`config.mk`:
```
export PLATFORM = sky130hd
export DESIGN_NAME = fetch_seq_ctrl
export DESIGN_NICKNAME = d
export VERILOG_FILES = /design/src/rtl/fetch_seq_ctrl.sv
export SDC_FILE = /design/constraint.sdc
export NUM_CORES = 1
export LEC_CHECK = 0
export CAP_MARGIN = 20
export CORE_ASPECT_RATIO = 1.5
export CORE_UTILIZATION = 40
export DETAILED_ROUTE_END_ITERATION = 8
export GPL_ROUTABILITY_DRIVEN = 0
export MAX_ROUTING_LAYER = met4
export PLACE_DENSITY = 0.88
export SETUP_SLACK_MARGIN = 0.4
export SLEW_MARGIN = 25
export SYNTH_ARGS = -nofsm -noshare
export SYNTH_HDL_FRONTEND = slang
export SYNTH_SLANG_ARGS = --single-unit
```
`constraint.sdc`:
```
create_clock -name clock -period 4.85 [get_ports clock]
set_clock_uncertainty 0.05 [all_clocks]
set_input_delay 0.7275 -clock clock [delete_from_list [all_inputs] [get_ports clock]]
set_output_delay 0.7275 -clock clock [all_outputs]
set_load 0.05 [all_outputs]
```
`src/rtl/fetch_seq_ctrl.sv`:
```
// Instruction-fetch sequencer: owns the word PC, drives a req/ack imem and resolves
// ID/EX redirects with delay-slot semantics. Define FETCH_PERF_EN to add the performance counters.
module fetch_seq_ctrl #(
  parameter int          PC_W     = 30,
  parameter int unsigned RESET_PC = 0
) (
  input  logic            clock,
  input  logic            rst,
  input  logic            if_stall,
  input  logic            br_valid,
  input  logic [PC_W-1:0] br_target,
  input  logic            jr_valid,
  input  logic [PC_W-1:0] jr_target,
  input  logic            jmp_valid,
  input  logic [PC_W-1:0] jmp_target,
  input  logic            imem_ack,
  output logic            imem_req,
  output logic [PC_W-1:0] imem_addr,
  output logic            if_valid,
  output logic [PC_W-1:0] pc_out,
  output logic [PC_W-1:0] pc_plus1,
  output logic [1:0]      state_o,
  output logic [31:0]     fetch_cnt,
  output logic [31:0]     squash_cnt,
  output logic [31:0]     stall_cnt
);

  localparam logic [1:0] S_RESET = 2'd0;
  localparam logic [1:0] S_FETCH = 2'd1;
  localparam logic [1:0] S_HOLD  = 2'd2;
  localparam logic [1:0] S_REDIR = 2'd3;

  localparam logic [PC_W-1:0] L_RESET_PC = PC_W'(RESET_PC);

  logic [1:0]      r_state;
  logic [PC_W-1:0] r_pc;
  logic [PC_W-1:0] r_pend_target;
  logic            r_pend_keep;

  logic            w_redir_ex;
  logic [PC_W-1:0] w_ex_target;
  logic            w_if_valid;
  logic            w_squash;

  assign w_redir_ex  = br_valid | jr_valid;
  assign w_ex_target = br_valid ? br_target : jr_target;

  // NOTE: every signal gets a default before the case so no latch is inferred.
  always_comb begin
    w_if_valid = 1'b0;
    w_squash   = 1'b0;
    case (r_state)
      S_FETCH: begin
        w_if_valid = imem_ack & ~w_redir_ex & ~if_stall;
        w_squash   = imem_ack & w_redir_ex;
      end
      S_REDIR: begin
        w_if_valid = imem_ack & r_pend_keep & ~w_redir_ex & ~if_stall;
        w_squash   = imem_ack & (w_redir_ex | ~r_pend_keep);
      end
      default: ;
    endcase
  end

  assign imem_req  = (r_state == S_FETCH) || (r_state == S_REDIR);
  assign imem_addr = r_pc;
  assign pc_out    = r_pc;
  // Forced to zero while in RESET so every non-address output reads 0 there.
  assign pc_plus1  = (r_state == S_RESET) ? '0 : r_pc + 1'b1;
  assign if_valid  = w_if_valid;
  assign state_o   = r_state;

  // NOTE: sequential state uses non-blocking assignments so all flops update together.
  always_ff @(posedge clock) begin
    if (rst) begin
      r_state       <= S_RESET;
      r_pc          <= L_RESET_PC;
      r_pend_target <= '0;
      r_pend_keep   <= 1'b0;
    end else begin
      case (r_state)
        S_RESET: r_state <= S_FETCH;
        S_FETCH: begin
          if (imem_ack) begin
            if (w_redir_ex) begin
              r_pc <= w_ex_target;
            end else if (if_stall) begin
              // A stalled delay slot is parked with its jump so HOLD can re-fetch it.
              r_state <= S_HOLD;
              if (jmp_valid) begin
                r_pend_target <= jmp_target;
                r_pend_keep   <= 1'b1;
              end
            end else if (jmp_valid) begin
              r_pc <= jmp_target;
            end else begin
              r_pc <= r_pc + 1'b1;
            end
          end else if (w_redir_ex) begin
            r_pend_target <= w_ex_target;
            r_pend_keep   <= 1'b0;
            r_state       <= S_REDIR;
          end else if (jmp_valid) begin
            r_pend_target <= jmp_target;
            r_pend_keep   <= 1'b1;
            r_state       <= S_REDIR;
          end
        end
        S_HOLD: begin
          if (w_redir_ex) begin
            r_pc        <= w_ex_target;
            r_pend_keep <= 1'b0;
            r_state     <= S_FETCH;
          end else if (jmp_valid) begin
            r_pend_target <= jmp_target;
            r_pend_keep   <= 1'b1;
            r_state       <= S_REDIR;
          end else if (!if_stall) begin
            r_state <= r_pend_keep ? S_REDIR : S_FETCH;
          end
        end
        default: begin
          if (imem_ack) begin
            if (w_redir_ex) begin
              r_pc        <= w_ex_target;
              r_pend_keep <= 1'b0;
              r_state     <= S_FETCH;
            end else if (r_pend_keep && if_stall) begin
              r_state <= S_HOLD;
            end else begin
              r_pc        <= r_pend_target;
              r_pend_keep <= 1'b0;
              r_state     <= S_FETCH;
            end
          end else if (w_redir_ex) begin
            r_pend_target <= w_ex_target;
            r_pend_keep   <= 1'b0;
          end
        end
      endcase
    end
  end

`ifdef FETCH_PERF_EN
  logic [31:0] r_fetch_cnt;
  logic [31:0] r_squash_cnt;
  logic [31:0] r_stall_cnt;

  always_ff @(posedge clock) begin
    if (rst) begin
      r_fetch_cnt  <= '0;
      r_squash_cnt <= '0;
      r_stall_cnt  <= '0;
    end else begin
      if (w_if_valid)         r_fetch_cnt  <= r_fetch_cnt + 1'b1;
      if (w_squash)           r_squash_cnt <= r_squash_cnt + 1'b1;
      if (r_state == S_HOLD)  r_stall_cnt  <= r_stall_cnt + 1'b1;
    end
  end

  assign fetch_cnt  = r_fetch_cnt;
  assign squash_cnt = r_squash_cnt;
  assign stall_cnt  = r_stall_cnt;
`else
  assign fetch_cnt  = '0;
  assign squash_cnt = '0;
  assign stall_cnt  = '0;
`endif

endmodule
```
==> flow_metrics.env <==
# physical design summary
export IMPL_clock_power_uw=679
export IMPL_hold_viol_final=0
export IMPL_power_density_cell_area_nw_per_um2=602
export IMPL_reg2reg_from="state_o[1]$_SDFFE_PP0P_"
export IMPL_top_area_frac=0.196
export IMPL_cp_required_ns=4.07
export IMPL_drtIter0Drc=1248
export IMPL_dr_total_vias=7356
export IMPL_die_x_um=105
export IMPL_fmax_mhz=250
export IMPL_r2r_slack_ns=1.64
export IMPL_area_growth_pct=26.9
export IMPL_setup_violations_final=0
export IMPL_p_int_mw=2.18
export IMPL_track_usage=0.277
export IMPL_yosys_top_cells_count="buf_4, nor2_1, nand2_1"
export IMPL_slew_violations=0
export IMPL_insertion_delay_ns=0.34
export IMPL_core_um2=15700
export IMPL_rsz0062_at_grt="no"
export IMPL_max_cap_violations=0
export IMPL_netlist_instances=906
export IMPL_drc=0
export IMPL_status="complete, no violations"
export IMPL_die_height_um=157
export IMPL_n_antenna_cell=0
export IMPL_ir_worst_vdd_v=0.000261
export IMPL_pwr_share_seq=0.195
export IMPL_grt_pass1_vias=6431
export IMPL_cts_buffers_inserted=9
export IMPL_numPortBuffers=190
export IMPL_dr_pass1_iters=7
export IMPL_powerSeq_uw=956
export IMPL_drtAntennaViolNets=0
export IMPL_min_path_type="reg -> reg"
export IMPL_path_depth=7
export IMPL_crit_path_start_kind="flop"
export IMPL_reg2regPathDepth=8
export IMPL_finalWirelength_mm=23.1
export IMPL_p_switching_mw=2.73
export IMPL_synth_top_cell_by_count="buf_4"
export IMPL_io_pins=287
export IMPL_layout_worst_path_cycle_share=0.825
export IMPL_antenna_found_initial=0
export IMPL_met1Wirelength_mm=7.98
export IMPL_yosysWarnings=0
export IMPL_combinationalPowerShare=0.667
export IMPL_layout_top_cells="clkdlybuf4s50_1, nor2_1, conb_1"
export IMPL_routed_top_layer="met4"
export IMPL_timing_critical_path_buf_inv=1
export IMPL_path_clk_slew_ns=0.05
export IMPL_critPathKind="reg -> out"
export IMPL_final_common_cell="clkdlybuf4s50_1"
export IMPL_grt_pass1_wl_mm=35.1
export IMPL_dp_hpwl_mm=17.3
export IMPL_area_leaders="dfxtp_1, buf_4, nor2_1"
export IMPL_ff_type="dfxtp_1"
export IMPL_swShare=0.557
export IMPL_crit_path_max_incr_delay_ns=0.82
export IMPL_endpoint_kind="primary output"
export IMPL_edf_count=0
export IMPL_largest_area_cell="dfxtp_1"
export IMPL_final_fill_count=1472
export IMPL_clock_sinks=63
export IMPL_wire_per_inst_um=18.7
export IMPL_fp_util=0.409
export IMPL_critical_path_top_delay_family="simple AND/OR/NAND/NOR gates"
export IMPL_grt_util_met2=0.474
export IMPL_clockBufferDepth=2
export IMPL_htree_num_levels=3
export IMPL_grt_busiest_layer="met2"
export IMPL_power_leader="combinational cells"
export IMPL_ys_chip_area_um2=6420
export IMPL_pg_comb_mw=3.28
export IMPL_warnings=29
export IMPL_drive_above_1_share=0.0711
export IMPL_yosysCellCount=906
export IMPL_cts_tree="built"
export IMPL_postCtsSetupRepairBufs=0
export IMPL_die_area_um2=16600
export IMPL_ctsHoldBuffers=0
export IMPL_rr_endpoint="imem_addr[13]$_SDFFE_PP0P_"
export IMPL_slowest_stage="clkdlybuf4s50_1"
export IMPL_synth_async_reset_ratio=0
export IMPL_max_slew_margin=0.384
export IMPL_cp_max_fo=10
export IMPL_wl_met2_mm=11.1
export IMPL_postCtsResizedCells=0
[metrics by stage]
step            util  power, mW  std cells  setup WS, ns  cell area (um2)
4_1_cts        0.519       4.83       1230         0.870             8150
2_1_floorplan      -       3.33       1001         0.803             6780
3_5_place_dp   0.500       4.15       1214          1.23             7840
6_report       0.519       4.91       1230         0.847             8150
5_1_grt        0.519       5.12       1230         0.730             8150
3_3_place_gp   0.499       4.11       1214          1.17             7840
[cell families after synthesis]
group,after synthesis,share of synthesized area
adders and majority gates,5,0.00974
and+or+nand+nor,298,0.216
muxes,46,0.0742
AOI/OAI and AO/OA,252,0.262
xor gates and xnor gates,28,0.0382
buffers and inverters,213,0.203
DFF,63,0.196
other,1,0.000584
[final cells by class]
cell class	instances	area [um2]	share of cell area
inverters	16	60.1	0.00737
multi-input cells	725	4240	0.520
well taps	203	254	0.0312
clock inverters	3	40.0	0.00491
flip-flops and latches	63	1260	0.155
clock buffers	13	270	0.0332
repair buffers	207	2030	0.249
[worst min-delay path by stage]
stage,depth (start not counted),startpoint,endpoint
2_1_floorplan,2,r_pend_target[27]$_SDFFE_PP0P_,r_pend_target[27]$_SDFFE_PP0P_
5_1_grt,2,r_pend_target[4]$_SDFFE_PP0P_,r_pend_target[4]$_SDFFE_PP0P_
3_3_place_gp,2,r_pend_target[27]$_SDFFE_PP0P_,r_pend_target[27]$_SDFFE_PP0P_
6_report,2,r_pend_target[4]$_SDFFE_PP0P_,r_pend_target[4]$_SDFFE_PP0P_
4_1_cts,2,r_pend_target[4]$_SDFFE_PP0P_,r_pend_target[4]$_SDFFE_PP0P_
3_5_place_dp,2,r_pend_target[27]$_SDFFE_PP0P_,r_pend_target[27]$_SDFFE_PP0P_
[state kept, by name, summed over array words and instances, names as in the netlist]
register and cells:
imem_addr 30, r_pend_keep 1, r_pend_target 30, state_o 2
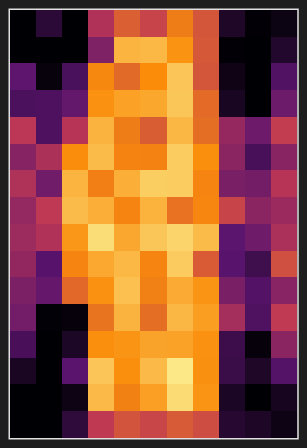
(cell area per tile)
The die is cut into 11 by 16 equal tiles; black is low, pale yellow is high, 0 to 100% covered.
tiles over 75% full: 30%
nearly empty tiles: 12%
fullest tile: 95%
emptiest ninth of the die: lower left
mean over tiles: 48%

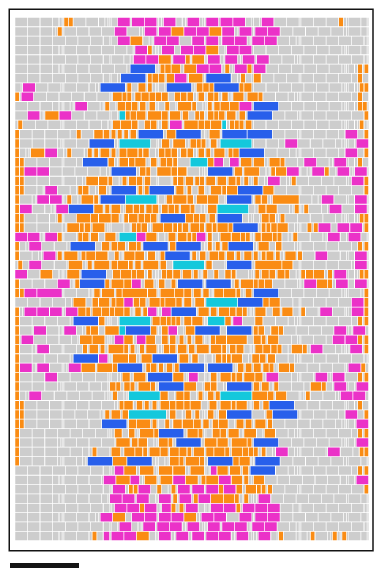
(cell classes on the final placement)
Scale bar: 20 um. Fill, decap, tap and diode cells in gray.
| class | color | cells |
|---|---|---|
| registers | blue | 63 |
| clock drivers and dummy loads | cyan | 16 |
| remaining buffers and delay cells | magenta | 207 |
| remaining logic cells | orange | 741 |

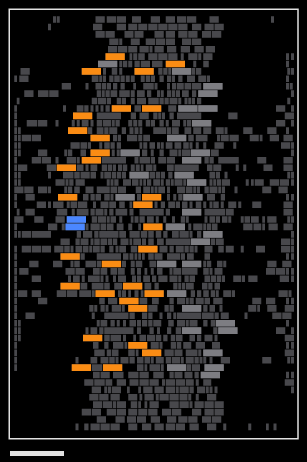
(sequential cells grouped by signal name)
Scale bar: 20 um.
| signal | color | sequential cells |
|---|---|---|
| r_pend_target | orange | 30 |
| state_o | blue | 2 |
not colored: 31
Flop area: 1260 um2
Core Util, Final: 0.519

Power and IR drop assume default switching activity.
